File: config.mk
export PLATFORM = sky130hd
export DESIGN_NAME = avr_cpu_fetch
export DESIGN_NICKNAME = d
export VERILOG_FILES = /design/src/rtl/avr_cpu_fetch.sv
export SDC_FILE = /design/constraint.sdc
export NUM_CORES = 1
export LEC_CHECK = 0
export ABC_AREA = 1
export ABC_CLOCK_PERIOD_IN_PS = 2700
export CAP_MARGIN = 20
export CORE_ASPECT_RATIO = 1.4
export CORE_UTILIZATION = 35
export DETAILED_ROUTE_END_ITERATION = 8
export HOLD_SLACK_MARGIN = 0.05
export PLACE_DENSITY = 0.56
export SETUP_SLACK_MARGIN = 0.05
export SYNTH_ARGS = -nofsm -noshare
export SYNTH_HDL_FRONTEND = slang
export SYNTH_SLANG_ARGS = --single-unit
File: constraint.sdc
create_clock -name clk -period 2.7 [get_ports clk]
set_input_delay 0.54 -clock clk [delete_from_list [all_inputs] [get_ports clk]]
set_output_delay 0.54 -clock clk [all_outputs]
set_load 0.005 [all_outputs]
File: src/rtl/avr_cpu_fetch.sv
// avr_cpu_fetch: program counter, synchronous program-memory request and opcode register feeding execute.
// A jump costs one NOP bubble; hold freezes fetch while the memory keeps the in-flight word stable.
module avr_cpu_fetch #(
  parameter int PC_WIDTH = 12,
  parameter logic [PC_WIDTH-1:0] RESET_VECTOR = '0
) (
  input  logic                clk,
  input  logic                rst,
  input  logic                hold,
  input  logic [11:0]         rjmp,
  output logic [15:0]         opcode,
  output logic                opcode_cycle,
  output logic [PC_WIDTH-1:0] op_pc,
  output logic [PC_WIDTH-1:0] pmem_addr,
  output logic                pmem_en,
  input  logic [15:0]         pmem_data
);
  logic [PC_WIDTH-1:0] pc, a1, offset, target;
  logic v1, jump;
  always_comb begin
    offset    = PC_WIDTH'($signed(rjmp));
    jump      = (rjmp != '0) && !hold;
    target    = op_pc + offset + PC_WIDTH'(1);
    pmem_en   = rst && !hold;
    pmem_addr = !rst ? RESET_VECTOR : jump ? target : pc;
  end
  always_ff @(posedge clk) begin
    if (!rst) begin
      pc           <= RESET_VECTOR;
      a1           <= '0;
      v1           <= 1'b0;
      op_pc        <= '0;
      opcode       <= 16'h0000;
      opcode_cycle <= 1'b0;
    end else if (hold) begin
      opcode_cycle <= 1'b1;
    end else if (jump) begin
      pc           <= target + PC_WIDTH'(1);
      a1           <= target;
      v1           <= 1'b1;
      opcode       <= 16'h0000;
      opcode_cycle <= 1'b0;
    end else begin
      pc           <= pc + PC_WIDTH'(1);
      a1           <= pc;
      v1           <= 1'b1;
      opcode       <= v1 ? pmem_data : 16'h0000;
      op_pc        <= a1;
      opcode_cycle <= 1'b0;
    end
  end
endmodule

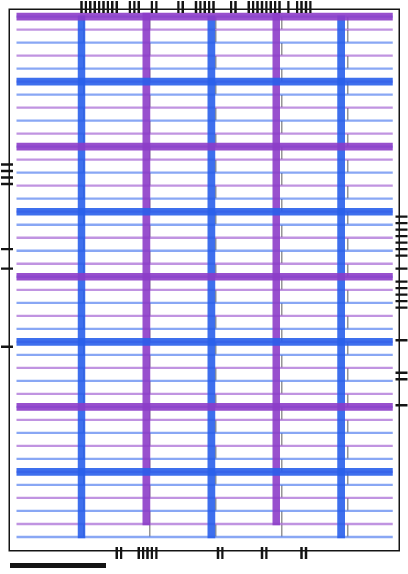
run_1/floorplan.png
Bar = 20 um. Pins as bars on the die edge. Tap cells in grey.
Key: purple = VDD; blue = VSS
41 met1 rails follow the rows. The core has 40 rows. 5 straps on met4. 73 signal pins sit on the boundary.
CORE AREA: 8558 um2
worst vdd ir: 0.0002867 V
Die Span Y: 112.9 um

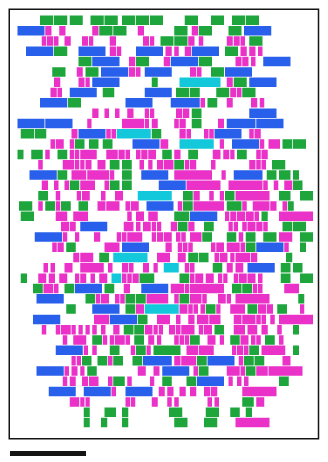
run_1/class_map.png
Bar = 20 um.
Key: blue = registers [cells 54, share of their area 23%]; cyan = clock drivers and dummy loads [cells 8, share of their area 3.6%]; green = remaining buffers and delay cells [cells 162, share of their area 28%]; magenta = remaining logic cells [cells 378, share of their area 46%]
final core occ: 57.63%
Layout Cell Area excl Fill: 4932 um2
sequential share of cell area: 22.02%
Row Count: 40

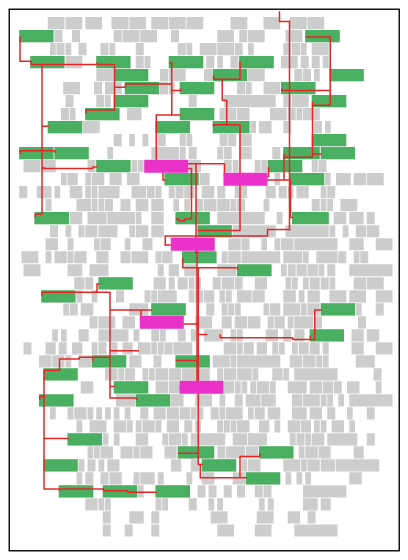
run_1/clock_wires.png
Key: red = clock wires [length 722 um]; green = flip-flops [count 54]; magenta = clock-net drivers [count 5]
Position of the flops: widely spread. There are 6 routed clock nets.
Clock Power: 760 uW
clk latency late pin: 0.29 ns

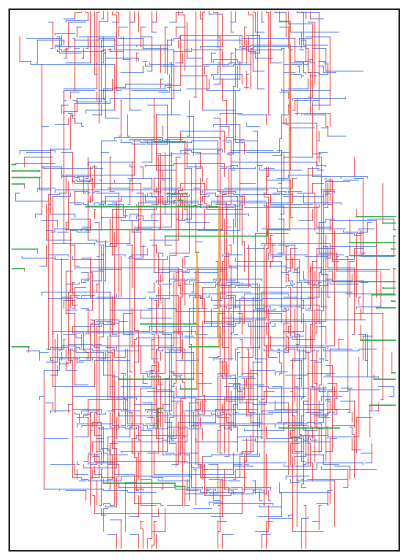
run_1/layers.png
Key: green = M3 [wire length 274 um]; red = M2 [wire length 5040 um]; blue = M1 [wire length 4230 um]; orange = M4 [wire length 101 um]
GRT Util Overall: 22.15%
DR WL/cell: 13.64 um
vias: 3377

==> changes_impl.md, run 1 <==
## Implementation

- Initial antenna violation count: 0
- Hold-critical path depth: 2
- Final hold violations: 0
- WL final: ~9600 um
- Crit-path leading delay family: simple AND/OR/NAND/NOR gates
- Worst r2r src: op_pc[0]$_SDFFE_PN0P_
- OpenROAD warnings: 28
- Cell count after synthesis: ~450
- Synth warn: 0
- Worst Setup Start Kind: input pin
- Synth cell types: 37
- Top cells by count, synth: 129 x nand2_1, 54 x dfxtp_1, 48 x nand3_1
- CP max-delay cell: dlygate4sd2_1
- Hold Startpoint: a1[8]$_SDFFE_PN0N_
- EDFF count, synth: 0
- Unrepaired setup endpoints after global routing: true
- Period utilization: 95.85%
- Syn_nets: 495
- YS chip area: 3074 um2
- Commonest flop: dfxtp_1
- DR vias/cell: roughly 4.8
- Pwr per Cell Area: between 400 and 500 nW/um2
- Gpl congestion: 0.8537
- CTS tree: done
- Outcome: finished clean
- Nets@finish: 645
- Most numerous cell in the Yosys netlist: nand2_1
- Hold EP: a1[8]$_SDFFE_PN0N_
- Critical path buffers and inverters: 4
- I/O Pins: 73
- Largest net degree at the start of global routing: 24
- Ys flops: 54
- Worst R2R End: pc[11]$_SDFFE_PN0N_
- First-pass GRT wire length: around 16000 um
- Core Util at FP: between 30% and 40%
- Non-filler cells, final: 707
- CP Data Arrival Time: just over 2 ns
- Pre-antenna DRT Iters: 4
- Hold Buf Count CTS: 0
- TritonCTS Buffers: 5
- Max clock buf depth: 2
- R2r worst-path depth: 19
- Die extent in x: between 80 and 90 um
- Worst hold-check path type: reg -> reg
- Clk root buf: clkbuf_16
- HPWL Detailed: a little over 7000 um
- Tally of nets with antenna violations remaining after routing: 0
- CP Max Fanout: 5
- Starting DRT DRC Count: 196
- Crit-path max cell delay: ~0.25 ns
- Crit path kind: in -> out
- Area growth from synthesis to layout: 60.44%
- Async SR Flop Fraction: 0%
- Slew at the pin with the worst max-slew slack: between 0.5 and 0.6 ns
- Inst Count DP: between 600 and 700
- Grt ovf: 0
- Final Setup Violations: 0
- Netlist Area Pre-Place: 3074 um2
- Reg clk slew, reported paths: about 0.070 ns
- Crit-path cells: dlygate4sd2_1 -> nor2_1 -> nand3_2 -> nor2_4 -> nor2_4 -> buf_6 -> buf_4 -> or2_1 -> nand2_2 -> nor2_1 -> buf_2
- Vias in the first global route: around 3400
- Clk sinks: around 54
- Max Clock Freq: just under 400 MHz
- Static leakage: approximately 0.0022 uW
- Crit path DRT: 2.16 ns
- Die area: about 9200 um2
- R2R Setup Slk: about 0.2 ns
- Area leader share: between 30% and 40%
- Rel. slew slack: 61.85%
- Main area contributors after synthesis: dfxtp_1 35%, nand2_1 16%, nand3_1 7.8%
- Skew final: 0.006464 ns
- Syn Area/Cell: 6.816 um2
==> run 1: through the flow <==
stage / area (um2) / setup TNS [ns] / hold slack, ns / power, uW / setup slack [ns]
after floorplan: 3074 / 0 / 0.4231 / 1018 / 0.2561
after global placement: 4390 / -10.57 / 0.4343 / 1198 / -0.7850
after detailed placement: 4390 / -10.56 / 0.4444 / 1201 / -0.7999
after CTS: 4872 / 0 / 0.4598 / 1998 / 0.04816
after global routing: 4932 / 0 / 0.4821 / 2074 / 0.03589
final: 4932 / 0 / 0.4567 / 1989 / 0.1120
==> run 1: layout by cell type, fill, tap and decap left out, drive strengths merged <==
cell	n
o22ai	2
inv	50
a21o	4
clkinv	2
dlygate4sd2	8
ha	12
xnor2	2
xor2	1
bufinv	1
fa	1
or2	4
clkbuf	10
o211ai	4
dfxtp	54
o21ai	36
nand2	136
nand3	54
clkinvlp	1
nor3	4
nand4	4
a21boi	1
nor2	41
a21oi	21
clkdlybuf4s50	47
buf	102
==> run 1: routing by layer <==
layer | up-vias | track usage, % | wire [um]
met5 | - | 0 | 0
met1 | 1563 | 26.73 | 4226
met3 | 7 | 2.581 | 273
met2 | 53 | 40.45 | 5040
met4 | 0 | 5.714 | 101
li1 | 1754 | - | -
==> run 1: kinds of logic (layout without fill, tap and decap cells) <==
group / count (synthesis) / count (layout) / share of synthesized area (%)
AND/OR/NAND/NOR: 243 / 243 / 36.43
flip-flops: 54 / 54 / 35.16
AND-OR/OR-AND: 68 / 68 / 12.86
XOR/XNOR: 3 / 3 / 0.8549
buffers and inverters: 70 / 221 / 9.157
adder cells (fa/ha/maj): 13 / 13 / 5.535
==> run 1: tightest hold or removal path, delay by kind of cell, from the launching register on <==
family           cells  cell delay, ns
flip-flops           1            0.31
AND/OR/NAND/NOR      2            0.10
==> run 1: report_power, final <==
group	leakage [uW]	switching (uW)	internal [uW]
Combinational	0.00166	199	193
Sequential	0.000441	17.7	820
Clock	0.0000819	315	445
==> run 1: worst max path at each step <==
stage	end	cells past startpoint	slack, ns	from
detailed placement	pmem_addr[8]	14	-0.80	rjmp[0]
floorplan	pmem_addr[4]	12	0.26	rjmp[0]
CTS	pmem_addr[11]	14	0.05	rjmp[4]
global placement	pmem_addr[8]	14	-0.78	rjmp[0]
global route	pmem_addr[4]	13	0.04	op_pc[0]$_SDFFE_PN0P_
finish	pmem_addr[11]	11	0.11	rjmp[11]
==> run 1: layout make-up <==
class | count | area, um2
fillers | 799 | 3626
multi-input cells | 327 | 2023
repair buffers | 162 | 1325
flip-flops and latches | 54 | 1086
inverters | 51 | 192.7
well taps | 105 | 131.4
clock buffers | 5 | 125.1
clock inverters | 3 | 48.80
==> run 1: what timing repair did <==
| action | 4_1_cts | 5_1_grt |
|---|---|---|
| endpoints found under the hold margin | 0 | 0 |
| pin swaps | 41 | 26 |
| setup buffers | 17 | 1 |
| setup endpoints to repair | 18 | 14 |
| resized | 101 | 46 |
==> run 1: registers in the layout, indices dropped and copies added (netlist names) <==
| signal | flops |
|---|---|
| a1 | 12 |
| op_pc | 12 |
| opcode | 16 |
| opcode_cycle | 1 |
| pc | 12 |
| v1 | 1 |
run_1/congestion_map.png
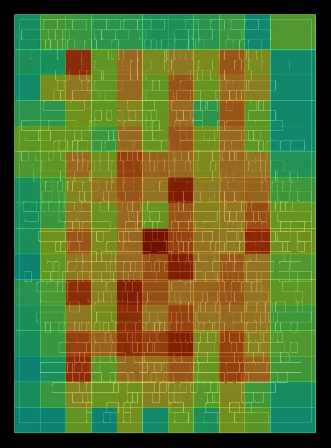

==> run 2: changes to the inputs <==
--- a/config.mk
+++ b/config.mk
@@ -7,12 +7,10 @@
 export LEC_CHECK = 0
 export ABC_AREA = 1
 export ABC_CLOCK_PERIOD_IN_PS = 2700
-export CAP_MARGIN = 20
 export CORE_ASPECT_RATIO = 1.4
 export CORE_UTILIZATION = 35
 export DETAILED_ROUTE_END_ITERATION = 8
 export HOLD_SLACK_MARGIN = 0.05
-export PLACE_DENSITY = 0.56
 export SETUP_SLACK_MARGIN = 0.05
 export SYNTH_ARGS = -nofsm -noshare
 export SYNTH_HDL_FRONTEND = slang
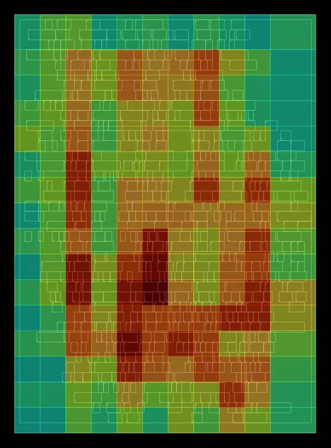
run_2/congestion_map.png
GRT Util Overall: 22.72%
met1 Usage GRT: 26.18%
GR peak layer: met2
met3 Usage GRT: 2.419%

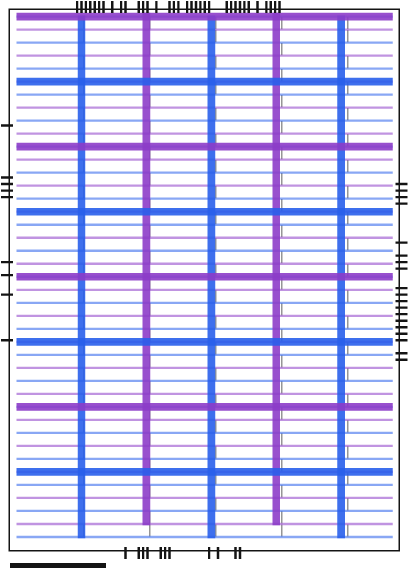
run_2/floorplan.png
Bar = 20 um. Pins as bars on the die edge. Tap cells in grey.
Key: purple = VDD; blue = VSS
41 met1 rails follow the rows. 73 signal pins sit on the boundary. 8 straps on met5.
die extent in x: 81.21 um
worst vdd ir: 0.0003543 V

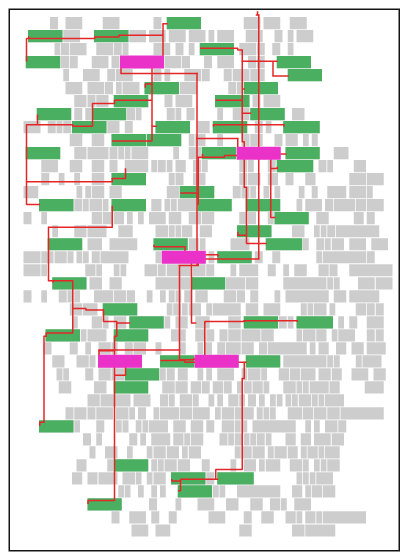
run_2/clock_wires.png
Key: magenta = clock-net drivers [count 5]; green = flip-flops [count 54]; red = clock wires [length 735 um]
Position of the flops: widely spread.
clk latency late pin: 0.30 ns
skew final: 0.003574 ns

==> run 2 against run 1 <==
  * Total power down 2.4%
  * Global-route usage up 0.56 points
  * Largest cell class unchanged
  * Critical path depth up 6
  * Final cell count rose by 1.6%
  * Critical path type unchanged
  * Via count up 4.0%
  * Largest power group unchanged
  * Synthesized area is the same
  * Synthesized cell count is the same
  * Flip-flop count did not move
  * First-iteration DRC count grew 5.6%
  * Utilization up 0.80 points
  * Hold slack better by 0.0039 ns
==> changes_impl.md, run 2 <==
## Implementation

- Outcome: finished clean
- Filler cells: 794 (-0.63%)
- DR vias/cell: 4.891 (+2.4%)
- Worst r2r src: op_pc[0]$_SDFFE_PN0P_
- Largest net degree at the start of global routing: 22 (-8.3%)
- I/O Pins: 73 (unchanged)
- Max clock buf depth: 2 (unchanged)
- EDFF count, synth: 0 (unchanged)
- Reg clk slew, reported paths: 0.07 ns (about the same)
- TritonCTS Buffers: 5 (unchanged)
- Area leader share: 35.16% (unchanged)
- Async SR Flop Fraction: 0% (unchanged)
- Max Clock Freq: 379.8 MHz (-1.7%)
- OpenROAD warnings: 28 (unchanged)
- Sw frac: 27.66% (+0.94 points)
- Setup TNS: 0 ns (unchanged)
- Cell-internal power: 1404 uW (-3.7%)
- YS chip area: 3074 um2 (unchanged)
- R2R Setup Slk: 0.12 ns (-0.08 ns)
- Register area: 1087 um2 (+0.12%)
- Worst Setup Start Kind: input pin
- Top Layout Cells: 104 x nand2_1, 95 x buf_4, 49 x dfxtp_1
- Most numerous cell in the Yosys netlist: nand2_1
- Tally of nets with antenna violations remaining after routing: 0 (unchanged)
- Core Util at FP: 35.92% (unchanged)
- Static leakage: 0.002235 uW (+2.2%)
- Worst R2R End: pc[11]$_SDFFE_PN0N_
- Main area contributors after synthesis: dfxtp_1 35%, nand2_1 16%, nand3_1 7.8%
- CTS tree: done
- Final core occ: 58.44% (+0.80 points)
- Crit path DRT: 2.16 ns (about the same)
- Port-buffer cells: 72
- First-pass GRT wire length: 15890 um (+1.3%)
- DR WL/cell: 14.38 um (+5.5%)
- CP Max Fanout: 4 (-1)
- Footprint of the multi-input gates: 2009 um2 (-0.68%)
- Nets@finish: 656 (+1.7%)
- Area growth from synthesis to layout: 62.68%
- Final hold violations: 0 (unchanged)
- Top cells by count, synth: 129 x nand2_1, 54 x dfxtp_1, 48 x nand3_1
- Pre-antenna DRT Iters: 6 (+2)
- Cell type with the largest total area: dfxtp_1
- Cell count after synthesis: 451 (unchanged)
- Synth warn: 0 (unchanged)
- Max reg flops: 16 (unchanged)
- Initial antenna violation count: 0 (unchanged)
- Unrepaired setup endpoints after global routing: true
- Pwr per Cell Area: 388.2 nW/um2 (-3.8%)
- Biggest register: opcode
- Hold-critical path depth: 1 (-1)
- Rel. slew slack: 61.37% (-0.48 points)
- Psw: 536.9 uW (+1.0%)
- Hold EP: a1[7]$_SDFFE_PN0N_
- Commonest flop: dfxtp_1
- CP Data Arrival Time: 2.09 ns (+0.04 ns)
- Combinational Power Share: 21.5% (+1.8 points)
- Minimum clock period: roughly 2.6 ns
- Clock power frac: 35.3% (-2.9 points)
- Crit path kind: in -> out
- Post-synth seq share: a little over a third
- Netlist Area Pre-Place: 3074 um2 (unchanged)
- WL final: 10330 um (+7.1%)
- Clk sinks: 54 (unchanged)
- Dominant logic cell type in the layout: nand2_1
- Slew at the pin with the worst max-slew slack: 0.5786 ns (+0.007208 ns)
- Die area: 9167 um2 (unchanged)
- Starting DRT DRC Count: 207 (+5.6%)
- Ys flops: 54 (unchanged)
- Row Count: 40 (unchanged)
- Clk root buf: clkbuf_16
- Vias in the first global route: 3454 (+2.7%)
- Syn Area/Cell: 6.816 um2 (unchanged)
- Vias: 3512 (+4.0%)
- CORE AREA: 8558 um2 (unchanged)
- Grt ovf: 0 (unchanged)
- R2r worst-path depth: 23 (+4)
- Gpl congestion: 0.9149 (+7.2%)
- Hold Startpoint: a1[7]$_SDFFE_PN0N_
- Worst hold-check path type: reg -> reg
- HPWL Detailed: 7360 um (+3.2%)
- Syn_nets: 495 (unchanged)
- Synth cell types: 37 (unchanged)
- Sequential Power Share: 43.1% (+1.0 points)
- Period utilization: 97.52% (+1.7 points)
- Final Setup Violations: 0 (unchanged)
[run 2: cells by family after synthesis]
family	synth area share (%)
AND-OR/OR-AND	12.86
XOR/XNOR	0.8549
adder cells (fa/ha/maj)	5.535
buffers and inverters	9.157
flip-flops	35.16
AND/OR/NAND/NOR	36.43
[run 2: repair_timing]
item                                    CTS  global route
endpoints found under the hold margin     0             0
hold buffers                              0             0
buffers inserted                         28             4
pin swaps                                41            32
endpoints found under the setup margin   20            16
resized                                 119            44
[run 2: worst max path at each step]
stage,startpoint,end,slack [ns],cells past startpoint
after global routing,rjmp[2],pmem_addr[11],-0.02,17
after CTS,rjmp[10],pmem_addr[3],0.003,12
after floorplan,rjmp[0],pmem_addr[4],0.26,12
after global placement,rjmp[0],pmem_addr[8],-0.77,14
final,rjmp[2],pmem_addr[11],0.07,17
after detailed placement,rjmp[0],pmem_addr[8],-0.80,14
[run 2: layout make-up]
class	count	share of cell area [%]
clock buffers	6	2.777
repair buffers	173	28.50
clock inverters	2	0.3252
multi-input cells	327	40.18
inverters	51	3.853
flip-flops and latches	54	21.74
well taps	105	2.627
[run 2: per-layer routing]
metal  up-vias  global-route usage (%)  share of wire, %
li1       1775                       -                 -
met3        31                   2.419               3.1
met1      1626                   26.18                42
met4         0                   12.50               4.5
met2        80                   39.89                51
met5         -                       0                 0
[run 2: power by group through the flow]
stage	Clock, uW	Combinational [uW]	Sequential (uW)
after floorplan	0	171	847
after detailed placement	0	355	856
after global routing	732	452	841
after CTS	697	403	837
final	685	418	837
after global placement	0	351	855
[run 2: critical path, stage by stage]
cell and delay, ns:
buf_4 0.13, ha_4 0.29, nand2_2 0.06, nand2_2 0.08
inv_2 0.04, nand2_2 0.07, nand2_2 0.07, nand2_2 0.09
buf_6 0.10, nand4_1 0.11, nand2_1 0.09, nand2_1 0.06
nand2_2 0.06, nand2_2 0.06, nand2_2 0.06, nor2_1 0.04
buf_2 0.14
[run 2: per-stage QoR]
| step | total power, uW | cells | hold slack [ns] | setup slack, ns | cell area, um2 |
|---|---|---|---|---|---|
| finish | 1941 | 718 | 0.4607 | 0.06697 | 5001 |
| global placement | 1206 | 678 | 0.4391 | -0.7660 | 4368 |
| detailed placement | 1211 | 678 | 0.4471 | -0.7952 | 4368 |
| global route | 2025 | 718 | 0.4863 | -0.01836 | 5001 |
| floorplan | 1018 | 451 | 0.4231 | 0.2561 | 3074 |
| CTS | 1937 | 714 | 0.4642 | 0.002601 | 4897 |
run_2/layers.png
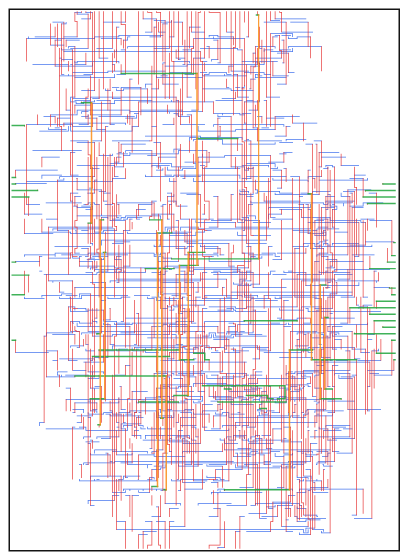

==> run 3: changes to the inputs <==
--- a/config.mk
+++ b/config.mk
@@ -8,6 +8,7 @@
 export ABC_AREA = 1
 export ABC_CLOCK_PERIOD_IN_PS = 2700
 export CORE_ASPECT_RATIO = 1.4
+export CORE_MARGIN = 3
 export CORE_UTILIZATION = 35
 export DETAILED_ROUTE_END_ITERATION = 8
 export HOLD_SLACK_MARGIN = 0.05
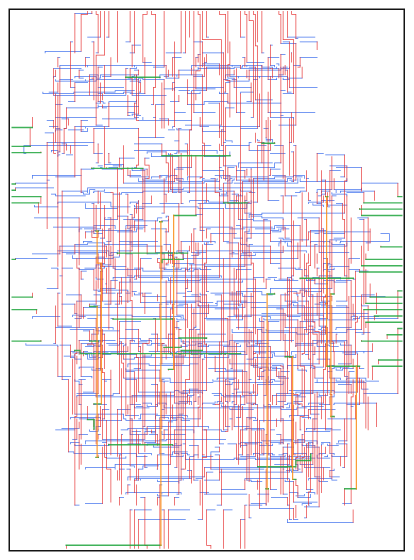
run_3/layers.png
Key: green = M3 [wire length 379 um]; blue = M1 [wire length 4120 um]; red = M2 [wire length 5260 um]; orange = M4 [wire length 333 um]
WL final: 10090 um
DR WL/cell: 14.51 um
GRT Util Overall: 20.75%
vias: 3415

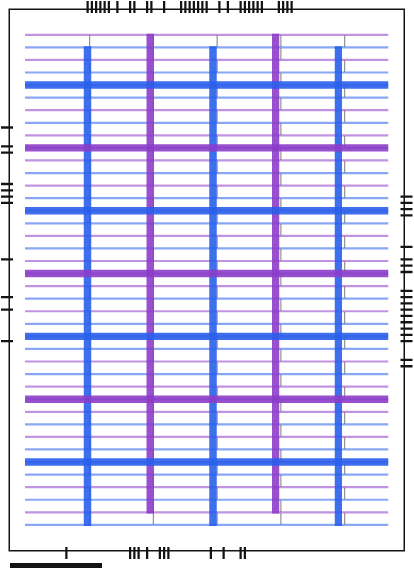
run_3/floorplan.png
Bar = 20 um. Pins as bars on the die edge. Tap cells in grey.
Key: blue = VSS; purple = VDD
The core has 39 rows. 102 tap cells. 5 straps on met4.
die extent in x: 85.21 um
CORE AREA: 8344 um2

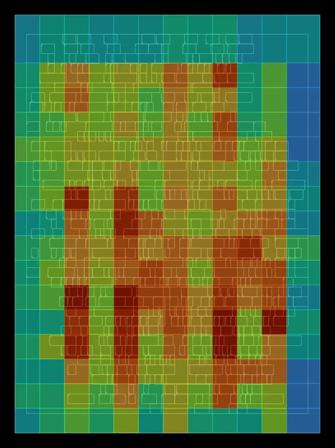
run_3/congestion_map.png
GR Util met2: 37.71%
met1 Usage GRT: 24.41%

==> run 3 against run 2 <==
  * Utilization increased by 0.36 points
  * First-iteration DRC count decreased by 14%
  * Synthesized cell count unchanged
  * Maximum frequency increased by 2.7%
  * Total power increased by 2.4%
  * Non-clock buffer count decreased by 20
  * Clock skew increased by 0.0035 ns
  * Worst setup slack improved by 0.069 ns
  * Highest routed layer unchanged
==> changes_impl.md, run 3 <==
## Implementation

- Dpl cell area: 4327 um2 (-0.95%)
- Netlist Area Pre-Place: 3074 um2 (unchanged)
- Inst Count DP: 670 (-1.2%)
- Non-filler cells, final: 695 (-3.2%)
- Port-buffer cells: 72 (unchanged)
- Final Setup Violations: 0 (unchanged)
- Max reg flops: 16 (unchanged)
- Layout Cell Area excl Fill: 4906 um2 (-1.9%)
- TritonCTS Buffers: 5 (unchanged)
- Initial antenna violation count: 0 (unchanged)
- Worst hold-check path type: reg -> reg
- Grt ovf: 0 (unchanged)
- Tally of nets with antenna violations remaining after routing: 0 (unchanged)
- Period utilization: 94.98% (-2.5 points)
- Worst setup margin: 0.1355 ns (+0.06854 ns)
- Skew final: 0.007117 ns (+0.003543 ns)
- Setup TNS: 0 ns (unchanged)
- Rel. slew slack: 63.48% (+2.1 points)
- Pre-antenna DRT Iters: 4 (-2)
- Vias in the first global route: 3504 (+1.4%)
- EDFF count, synth: 0 (unchanged)
- Gpl congestion: 0.8413 (-8.0%)
- Cell count after synthesis: 451 (unchanged)
- Biggest register: opcode
- Footprint of the multi-input gates: 2023 um2 (+0.68%)
- Worst Setup Start Kind: input pin
- Worst vdd ir: 0.0002670 V (-25%)
- Filler cells: 764 (-3.8%)
- Worst hold slack: 0.4558 ns (-0.004907 ns)
- Hold Buf Count CTS: 0 (unchanged)
- Clk root buf: clkbuf_16
- Top Layout Cells: 106 x nand2_1, 76 x buf_4, 50 x dfxtp_1
- Ys flops: 54 (unchanged)
- Cell type with the largest total area: dfxtp_1
- Minimum clock period: 2.564 ns (-0.06854 ns)
- CP Data Arrival Time: 2.02 ns (-0.07 ns)
- Outcome: finished clean
- Row Count: 39 (-2.5%)
- Async SR Flop Fraction: 0% (unchanged)
- YS chip area: 3074 um2 (unchanged)
- Core Util at FP: 36.84% (+0.92 points)
- CP Launch Point: rjmp[0]
- Reg clk slew, reported paths: 0.07 ns (about the same)
- Main area contributors after synthesis: dfxtp_1 35%, nand2_1 16%, nand3_1 7.8%
- Nets@finish: 636 (-3.0%)
- Commonest flop: dfxtp_1
- Largest net degree at the start of global routing: 20 (-9.1%)
- Clk latency late pin: 0.29 ns (about the same)
- Pre-CTS setup slack: -0.8024 ns (-0.007120 ns)
-- run 3: cell counts after synthesis --
No cell type changed its count.
-- run 3: worst paths after layout --
kind	endpoint	cells after the start
setup / recovery	pmem_addr[4]	14
setup reg to reg	pc[10]$_SDFFE_PN0N_	19
hold reg to reg	a1[8]$_SDFFE_PN0N_	2
hold / removal	a1[8]$_SDFFE_PN0N_	2
-- run 3: worst max-delay path, stage by stage --
cell and delay, ns:
buf_2 0.10, inv_1 0.06, ha_4 0.16, fa_2 0.34, inv_2 0.09, nand2_2 0.05, nand2_2 0.08, nand2_1 0.05
nand2_1 0.07, nand2_2 0.06, o21ai_2 0.15, inv_1 0.07, nor2_1 0.08, buf_2 0.11
-- run 3: timing repair --
item                       4_1_cts  5_1_grt
gates resized                  114       41
pin swaps                       35       35
setup endpoints to repair       19       13
buffers inserted                13        4
hold endpoints to repair         0        0
-- run 3: logic make-up (layout without fill, tap and decap cells) --
logic type	Yosys count	in the layout	synth area share, %
buf+inv	70	212	9.157
simple gates	243	243	36.43
xor+xnor	3	3	0.8549
flops	54	54	35.16
fa+ha+maj	13	13	5.535
compound gates	68	68	12.86
-- run 3: cell type report --
class | instances | area share, %
Sequential cell | 54 | 22.14
Inverter | 51 | 3.979
Clock buffer | 6 | 2.831
Clock inverter | 2 | 0.7906
Tap cell | 102 | 2.601
Timing Repair Buffer | 153 | 26.42
Multi-Input combinational cell | 327 | 41.24
-- run 3: through the flow --
stage,utilization (%),total power [uW]
after floorplan,-,1018
after global placement,51.85,1196
after detailed placement,51.85,1201
after CTS,57.95,1993
final,58.79,1987
after global routing,58.79,2073
-- run 3: where the power goes --
part	switching (uW)	internal, uW	leakage (uW)
clock network	289	466	0.0000875
registers	17.3	821	0.000441
logic	200	193	0.00164
total	507	1480	0.00217
-- run 3: per-layer routing --
metal | routed length [um] | track usage, % | vias up
li1 | - | - | 1738
met3 | 378 | 2.241 | 19
met2 | 5257 | 37.71 | 87
met5 | 0 | 0 | -
met1 | 4117 | 24.41 | 1571
met4 | 332 | 9.504 | 0
Power figures rest on the tool's default switching activity, not on a simulated workload.
